Run 1, sequential cells grouped by signal name:
The bar under the picture is 100 microns long. Other sequential cells in the stronger gray, the rest of the logic in the fainter gray.
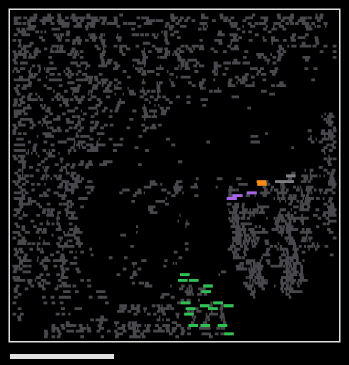
Run 1, metal 1:
The bar under the picture is 100 microns long.
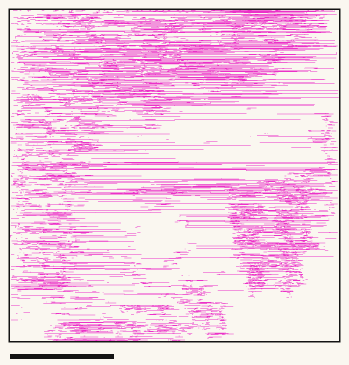
Run 1, clock routing:
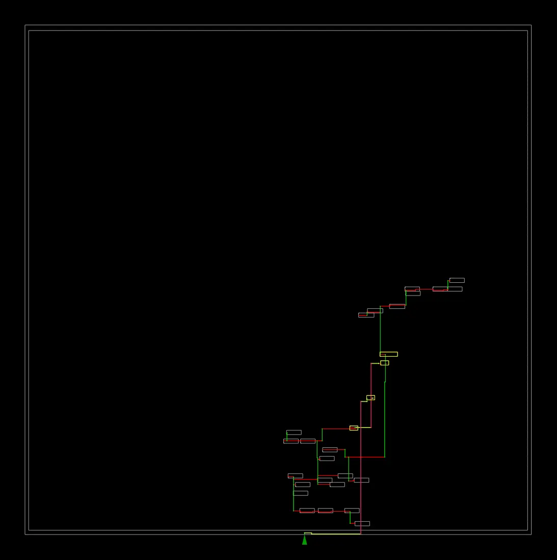
--- config.mk ---
export PLATFORM = sky130hd
export DESIGN_NAME = axi_snoop_stream_arbiter
export DESIGN_NICKNAME = d
export VERILOG_FILES = /design/src/rtl/axi_snoop_stream_arbiter.sv
export SDC_FILE = /design/constraint.sdc
export NUM_CORES = 1
export LEC_CHECK = 0
export ABC_AREA = 0
export CORE_AREA = 2 2 315 317
export CTS_BUF_LIST = sky130_fd_sc_hd__clkbuf_2 sky130_fd_sc_hd__clkbuf_4 sky130_fd_sc_hd__clkbuf_8
export DETAILED_ROUTE_END_ITERATION = 12
export DIE_AREA = 0 0 317 319
export GPL_TIMING_DRIVEN = 0
export PLACE_DENSITY_LB_ADDON = 0.15
export SLEW_MARGIN = 20
export SYNTH_ARGS = -nofsm -noshare
export SYNTH_HDL_FRONTEND = slang
export SYNTH_SLANG_ARGS = --single-unit
--- constraint.sdc ---
create_clock -name clk -period 6.8 [get_ports clk]
set_input_delay 1.36 -clock clk [delete_from_list [all_inputs] [get_ports clk]]
set_output_delay 1.36 -clock clk [all_outputs]
set_load 0.005 [all_outputs]
--- src/rtl/axi_snoop_stream_arbiter.sv ---
`default_nettype none
// ============================================================================
// Module   : axi_snoop_stream_arbiter
// Purpose  : Round-robin arbiter that merges the beat streams of several AXI
//            snoop submodules (AW, W, B, AR, R) onto one AXI-Stream master.
//            Datapath is purely combinational (zero latency). The grant is
//            locked while a selected beat is stalled (HOLD) or while a
//            multi-beat burst is in flight (BURST).
// Ports    : clk, resetn          - clock, async active-low reset
//            src_valid/_last/_in_progress/_data - per-source request side
//            src_ready            - per-source beat-complete permission
//            M_AXIS_t*            - merged output stream
//            grant_id, busy       - arbitration status
//            beat_count           - saturating count of transferred beats
// Revision : 1.0 - initial release
// ============================================================================
module axi_snoop_stream_arbiter #(
    parameter int DATA_WIDTH = 128,
    parameter int NUM_SRC    = 5,
    parameter int CNT_WIDTH  = 16
) (
    input  logic                          clk,
    input  logic                          resetn,
    input  logic [NUM_SRC-1:0]            src_valid,
    input  logic [NUM_SRC-1:0]            src_in_progress,
    input  logic [NUM_SRC-1:0]            src_last,
    input  logic [NUM_SRC*DATA_WIDTH-1:0] src_data,
    output logic [NUM_SRC-1:0]            src_ready,
    output logic                          M_AXIS_tvalid,
    output logic [DATA_WIDTH-1:0]         M_AXIS_tdata,
    output logic                          M_AXIS_tlast,
    input  logic                          M_AXIS_tready,
    output logic [$clog2(NUM_SRC)-1:0]    grant_id,
    output logic                          busy,
    output logic [CNT_WIDTH-1:0]          beat_count
);

    localparam int IDW = $clog2(NUM_SRC);

    localparam logic [1:0] c_IDLE  = 2'd0;
    localparam logic [1:0] c_HOLD  = 2'd1;
    localparam logic [1:0] c_BURST = 2'd2;

    logic [1:0]           r_state;
    logic [IDW-1:0]       r_rr_ptr;
    logic [IDW-1:0]       r_grant;
    logic [CNT_WIDTH-1:0] r_beat_count;

    logic [DATA_WIDTH-1:0] w_src_data [NUM_SRC];
    logic                  w_any_valid;
    logic [IDW-1:0]        w_pick;
    logic [IDW-1:0]        w_g;
    logic [IDW-1:0]        w_g_next;
    logic                  w_has_grant;
    logic                  w_xfer;
    logic [NUM_SRC-1:0]    w_ready;

    generate
        for (genvar i = 0; i < NUM_SRC; i++) begin : g_unpack
            assign w_src_data[i] = src_data[i*DATA_WIDTH +: DATA_WIDTH];
        end
    endgenerate

    // Round-robin search starting at r_rr_ptr. Walking the offsets from the
    // far end down to zero lets the nearest valid source overwrite the rest.
    always_comb begin
        w_any_valid = 1'b0;
        w_pick      = r_rr_ptr;
        for (int k = NUM_SRC - 1; k >= 0; k--) begin
            int idx;
            idx = (int'(r_rr_ptr) + k) % NUM_SRC;
            if (src_valid[idx]) begin
                w_any_valid = 1'b1;
                w_pick      = IDW'(idx);
            end
        end
    end

    // Locked states always own a grant, even if that source's valid dropped.
    assign w_g         = (r_state == c_IDLE) ? w_pick : r_grant;
    assign w_has_grant = (r_state != c_IDLE) || w_any_valid;
    assign w_g_next    = (w_g == IDW'(NUM_SRC - 1)) ? '0 : w_g + 1'b1;

    // Outputs are forced quiet while reset is held, without waiting for a clock.
    assign M_AXIS_tvalid = resetn && w_has_grant && src_valid[w_g];
    assign M_AXIS_tdata  = w_src_data[w_g];
    assign M_AXIS_tlast  = src_last[w_g];
    assign w_xfer        = M_AXIS_tvalid && M_AXIS_tready;

    always_comb begin
        w_ready = '0;
        if (resetn && w_has_grant && M_AXIS_tready) begin
            w_ready[w_g] = 1'b1;
        end
    end

    assign src_ready  = w_ready;
    assign grant_id   = w_g;
    assign busy       = (r_state != c_IDLE);
    assign beat_count = r_beat_count;

    always_ff @(posedge clk or negedge resetn) begin
        if (!resetn) begin
            r_state      <= c_IDLE;
            r_rr_ptr     <= '0;
            r_grant      <= '0;
            r_beat_count <= '0;
        end else begin
            if (w_xfer && (r_beat_count != {CNT_WIDTH{1'b1}})) begin
                r_beat_count <= r_beat_count + 1'b1;
            end

            case (r_state)
                c_IDLE: begin
                    if (w_any_valid) begin
                        if (!w_xfer) begin
                            r_state <= c_HOLD;
                            r_grant <= w_g;
                        end else if (M_AXIS_tlast && !src_in_progress[w_g]) begin
                            r_rr_ptr <= w_g_next;
                        end else begin
                            r_state <= c_BURST;
                            r_grant <= w_g;
                        end
                    end
                end
                c_HOLD: begin
                    if (w_xfer) begin
                        if (M_AXIS_tlast) begin
                            r_state  <= c_IDLE;
                            r_rr_ptr <= w_g_next;
                        end else begin
                            r_state <= c_BURST;
                        end
                    end
                end
                c_BURST: begin
                    if (w_xfer && M_AXIS_tlast) begin
                        r_state  <= c_IDLE;
                        r_rr_ptr <= w_g_next;
                    end
                end
                default: begin
                    r_state <= c_IDLE;
                end
            endcase
        end
    end

endmodule
`default_nettype wire

==> results.yml, run 1 <==
# flow metrics
die:
  io_pins: 813
  dieArea_sq_mm: 0.1011
  fp-utilization: 0.08838
  core_area_sq_mm: 0.09770
  die_width_microns: 317
worst_setup_path:
  path_delay_family: "AND-OR/OR-AND gates"
  critPathMaxFanout: 7
  crit_chain: "clkinvlp_4, ha_4, o21a_4, a21oi_4, xnor2_2, ha_2, inv_2, o221ai_2, and2_4, mux2i_4, o21ai_4, or4_4, o211ai_4, a21oi_4, buf_12, clkbuf_16, buf_16, buf_4, mux2i_4, nand2_1, a32o_2, buf_2"
  reg2reg_depth: 22
  crit_end: "M_AXIS_tdata[106]"
  worstSetupPathType: "flop to output port"
  slowest_delay_ns: 0.57
  cp-start-kind: "flop"
  slowest_stage: "or4_4"
  cp_num_cells: 22
  cp.buffers_inverters: 7
  end_kind: "output port"
cells_and_area:
  n_fill_cell: 10810
  dominant_cells: "non-clock buffers"
  drive_gt1_frac: 0.1947
  layout_top_cell: "clkdlybuf4s50_1"
  clock_tree_area_fraction: 0.003348
  area.combinational_sq_mm: 0.008434
  seq_share: 0.02837
  finalNonFillerCells: 3399
  nNonClkBuffers: 1005
yosys:
  synthArstFlopShare: 1.000
  yosys.area_share.aoi: 0.2801
  syn_area_per_cell_sq_um: 7.324
  edf_count: 0
  syn_inst: 1179
  synth.distinct_cells: 83
  synth.cellmix.adderShare: 0.03043
  yosys_warnings: 0
  synth_nets: 1858
global_routing:
  top_usage_layer: "met2"
  grt_use_met3: 0.04949
  grt.met1_usage: 0.2868
  grt_max_degree: 27
  grtUsageMet2: 0.3802
clock_tree:
  cts_resized: 658
  cts_post_setup_buffers_inserted: 43
  htreeDepth: 1
  postCtsHoldBufs: 0
  cts_tree: "done"
routing:
  dr_total_vias: 14410
  highest_layer: "met5"
  totalWireLength_microns: 118000
  drt-initial-drc-count: 1226
  met3WireLength_microns: 9757
  viasPerCell: 4.240
pwr:
  ir_drop_mv: 0.2135
  leakage_nw: 9.097
place:
  dp_worst_setup_slack_ns: -4.000
  post_dp_cell_area_sq_mm: 0.01837
timing:
  rsz0062_at_grt: "true"
  tns_ns: 0
  drv_slew: 0
  period_needed_ns: 6.775
  worstMarginPinSlew_ns: 0.8742
min_path:
  hold_end: "r_grant[2]"
  hp-start: "r_grant[2]"
job:
  openroad.warnings: 39
run_status:
  status: "completed"
## Picture notes: 'sequential cells grouped by signal name'
- green: `beat_count` (placed flops 16; where bottom middle)
- orange: `r_state` (placed flops 2)
- purple: `r_rr_ptr` (placed flops 3)
- not colored: 3

## Picture notes: 'metal 1'
- main direction: horizontal
- share of all routed wire: 41%
- longest straight run: 251 microns
- nets with wire on the layer: 2507
- wire length on this layer: 48.8 mm

## Picture notes: 'clock routing'
Inserted Clock Buffers: 3
clk_lat worst skew: 0.30 ns
Flop Count: 24
clk_skew: 0.01187 ns

run 1: cell usage after synthesis (9+ instances only):
master,count,area share
xor2_1,15,0.015
buf_2,32,0.019
o21a_1,10,0.0087
clkbuf_1,58,0.025
mux2i_1,261,0.30
ha_1,21,0.030
a21oi_1,20,0.012
a211oi_1,12,0.010
nand2b_1,12,0.0087
and2_1,10,0.0072
o21ai_0,22,0.013
nor3_1,19,0.011
o211ai_1,9,0.0078
nor2_1,42,0.018
nand2_1,291,0.13
dfrtp_1,24,0.070
inv_1,26,0.011
a32o_1,130,0.15
nand3_1,13,0.0075
run 1: power by group:
group / leakage, nW / internal, mW / total, mW / switching, mW
combinational: 8.76 / 6.12 / 13.0 / 6.88
clock: 0.0359 / 0.0791 / 0.142 / 0.0629
sequential: 0.299 / 0.178 / 0.215 / 0.0378
==> inputs of run 2 (changes only) <==
- CAP_MARGIN: not set -> 25
- PLACE_DENSITY: not set -> 0.32
- PLACE_DENSITY_LB_ADDON: 0.15 -> not set
Run 2, pin placement:
The bar under the picture is 100 microns long. Pins as bars across the die edge, other pins in gray.
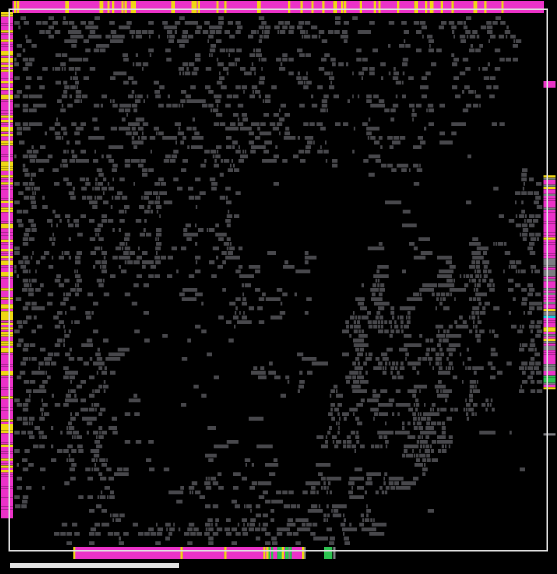
- magenta: `src_data` (pins 640; direction input; edge 295 top, 153 left, 133 bottom, 59 right)
- cyan: `M_AXIS_tvalid` (pins 1; direction output; edge right)
- yellow: `M_AXIS_tdata` (pins 128; direction output; edge 67 left, 46 top, 8 right, 7 bottom)
- green: `beat_count` (pins 16; direction output; edge 13 bottom, 3 right)

==> run 2 against run 1 <==
  * Combinational power is 7% higher
  * Power is 6.5% higher
  * Cell count is 2.3% higher
  * Register-to-register slack worse by 0.11 ns
  * Core utilization is 0.58 points higher
  * Wire length is 5.8% higher
  * Clock power hardly changed
  * Non-clock buffer count is 70 higher
  * Critical path depth is 5 higher
  * Flip-flop count stayed put
  * Synthesized cell count stayed put
  * Clock skew is 0.0078 ns lower
  * Critical path type unchanged
  * Largest cell class unchanged
  * Largest power group unchanged
==> results.yml, run 2 <==
# flow metrics
clock_tree:
  cts_tree: "done"
  cts_post_setup_buffers_inserted: 86
  cts_resized: 765
  cts_buffers: 3
  postCtsHoldBufs: 0
  clock_latency_ns: 0.30
  htreeDepth: 1
cells_and_area:
  layout_top_cell: "clkdlybuf4s50_1"
  nNonClkBuffers: 1075
  clock_tree_area_fraction: 0.003260
  n_fill_cell: 10820
  dominant_cells: "non-clock buffers"
  drive_gt1_frac: 0.2481
timing:
  drv_slew: 0
  tns_ns: 0
  period_needed_ns: 6.743
  skew_ns: 0.004030
yosys:
  synth.cellmix.adderShare: 0.03043
  yosys_warnings: 0
  synth.top_cell.area_share: 0.3026
  synth.distinct_cells: 83
  yosys.area_share.aoi: 0.2801
  synth_nets: 1858
  edf_count: 0
  synthArstFlopShare: 1.000
  syn_area_per_cell_sq_um: 7.324
  top_cell: "nand2_1"
pwr:
  p_sw_frac: 0.5110
  pwr-share-seq: 0.015
  leakage_nw: 9.609
  pwr-share-comb: 0.975
  power.clock.total_mw: 0.141
  switchingPower_mw: 7.266
  clock_power_share: 0.010
  pg_comb_mw: 13.9
worst_setup_path:
  slowest_stage: "dfrtp_2"
  slowest_delay_ns: 0.45
  worstSetupPathType: "flop to output port"
  cp-start-kind: "flop"
  end_kind: "output port"
  critPathMaxFanout: 11
  path_delay_family: "buffers and inverters"
  cp.buffers_inverters: 11
job:
  openroad.warnings: 39
routing:
  dr_total_vias: 14600
  highest_layer: "met5"
  viasPerCell: 4.200
die:
  fp-utilization: 0.08838
  io_pins: 813
run_status:
  status: "completed"
global_routing:
  grt_use_met3: 0.05696
  top_usage_layer: "met2"
  grt_max_degree: 17
place:
  dp_worst_setup_slack_ns: -3.614
run 2: netlist changes by cell type in the layout (fill, tap and decap cells not counted), sizes merged:
cell and delta:
buf +132, bufbuf +1, clkbuf -1, clkdlybuf4s15 -43, diode +7, dlygate4sd2 -19
inv +1
run 2: final timing paths:
check                                  from                to  slack (ns)  cells past startpoint
worst max-delay path            r_rr_ptr[0]  M_AXIS_tdata[80]        0.06                     27
worst min-delay path             r_grant[2]        r_grant[2]        0.51                      1
worst max register to register  r_rr_ptr[0]       r_rr_ptr[2]        1.21                     26
worst min register to register   r_grant[2]        r_grant[2]        0.51                      1
max in group asynchronous            resetn    beat_count[13]        5.42                      2
min in group asynchronous            resetn        r_grant[2]        0.96                      1
==> inputs of run 3 (changes only) <==
- PLACE_DENSITY: 0.32 -> not set
- REMOVE_ABC_BUFFERS: not set -> 1
Run 3, clock routing:
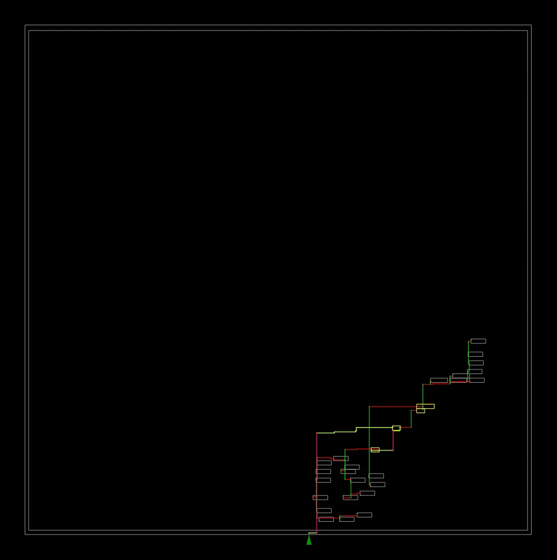
# clk buffers: 3
clock network power: 0.133 mW
clk_lat worst skew: 0.28 ns

==> run 3 against run 2 <==
  * Maximum frequency decreased by 4.5%
  * Register-to-register slack worse by 0.29 ns
  * Global-route usage is 6.4 points lower
  * Sequential share of layout area is essentially flat
  * Area after synthesis is the same
  * Wire length fell by 25%
  * Die area unchanged
  * The run now ends with setup timing left
  * Final area is 0.42% lower
  * Non-clock buffer count shrank 48
  * Critical path depth increased by 1
  * Count of clock-buffer cells in the layout unchanged
  * Flip-flop count unchanged
==> results.yml, run 3 <==
# flow metrics
run_status:
  status: "complete, but fails checks"
  violations: "setup timing"
place:
  dp_worst_setup_slack_ns: -3.615
cells_and_area:
  seq_share: 0.02809
  nNonClkBuffers: 1027
  finalNonFillerCells: 3412
  n_fill_cell: 10710
die:
  core_area_sq_mm: 0.09770
  die_width_microns: 317
  fp-utilization: 0.08838
pwr:
  switchingPower_mw: 7.043
  ir_drop_mv: 0.2854
  pwr-share-comb: 0.975
  leakage_nw: 9.710
  pwr-share-seq: 0.016
worst_setup_path:
  worstReg2RegEnd: "r_rr_ptr[2]"
  crit_end: "M_AXIS_tdata[56]"
  slowest_delay_ns: 0.57
  regToRegSetupSlack_ns: 0.92
  critPathMaxFanout: 7
  end_kind: "output port"
yosys:
  top_cell: "nand2_1"
  syn_inst: 1179
  synth.distinct_cells: 83
  edf_count: 0
  yosys_warnings: 0
  synthArstFlopShare: 1.000
  yosysTopAreaCell: "mux2i_1"
  synth.top_cell.area_share: 0.3026
  yosys-top-cells-area: "mux2i_1, a32o_1, nand2_1"
  syn_area_per_cell_sq_um: 7.324
global_routing:
  grtUsageMet2: 0.2598
  grt_use_met3: 0.09130
  top_usage_layer: "met2"
clock_tree:
  postCtsHoldBufs: 0
  htreeDepth: 1
routing:
  viasPerCell: 4.130
  dr_total_vias: 14090
  drt-initial-drc-count: 987
  totalWireLength_microns: 93210
  highest_layer: "met5"
timing:
  layout_setup_ws_ns: -0.2588
  setup_viol: 42
  drv_slew: 0
  tns_ns: -5.644
  skew_ns: 0.002452
min_path:
  hold_end: "beat_count[8]"
## run 3: logic make-up after synthesis
logic type | after synthesis | synth area share
multiplexers | 270 | 0.3143
buffers and inverters | 136 | 0.06651
adder cells (fa/ha/maj) | 21 | 0.03043
AND-OR/OR-AND | 275 | 0.2801
AND/OR/NAND/NOR | 429 | 0.2139
flip-flops | 24 | 0.06956
XOR/XNOR | 24 | 0.02522
## run 3: power by group through the flow
stage	combinational, mW	clock, mW	sequential [mW]
after global routing	14.6	0.142	0.228
after detailed placement	10.7	0	0.264
after CTS	13.1	0.139	0.222
final	13.7	0.133	0.223
after floorplan	4.96	0	0.236
after global placement	8.20	0	0.265
## run 3: what timing repair did
action	in CTS	in global routing
resized	463	230
pin swaps	67	80
setup buffers	116	44
cloned	16	5
setup endpoints to repair	162	135
Power figures rest on the tool's default switching activity, not on a simulated workload.
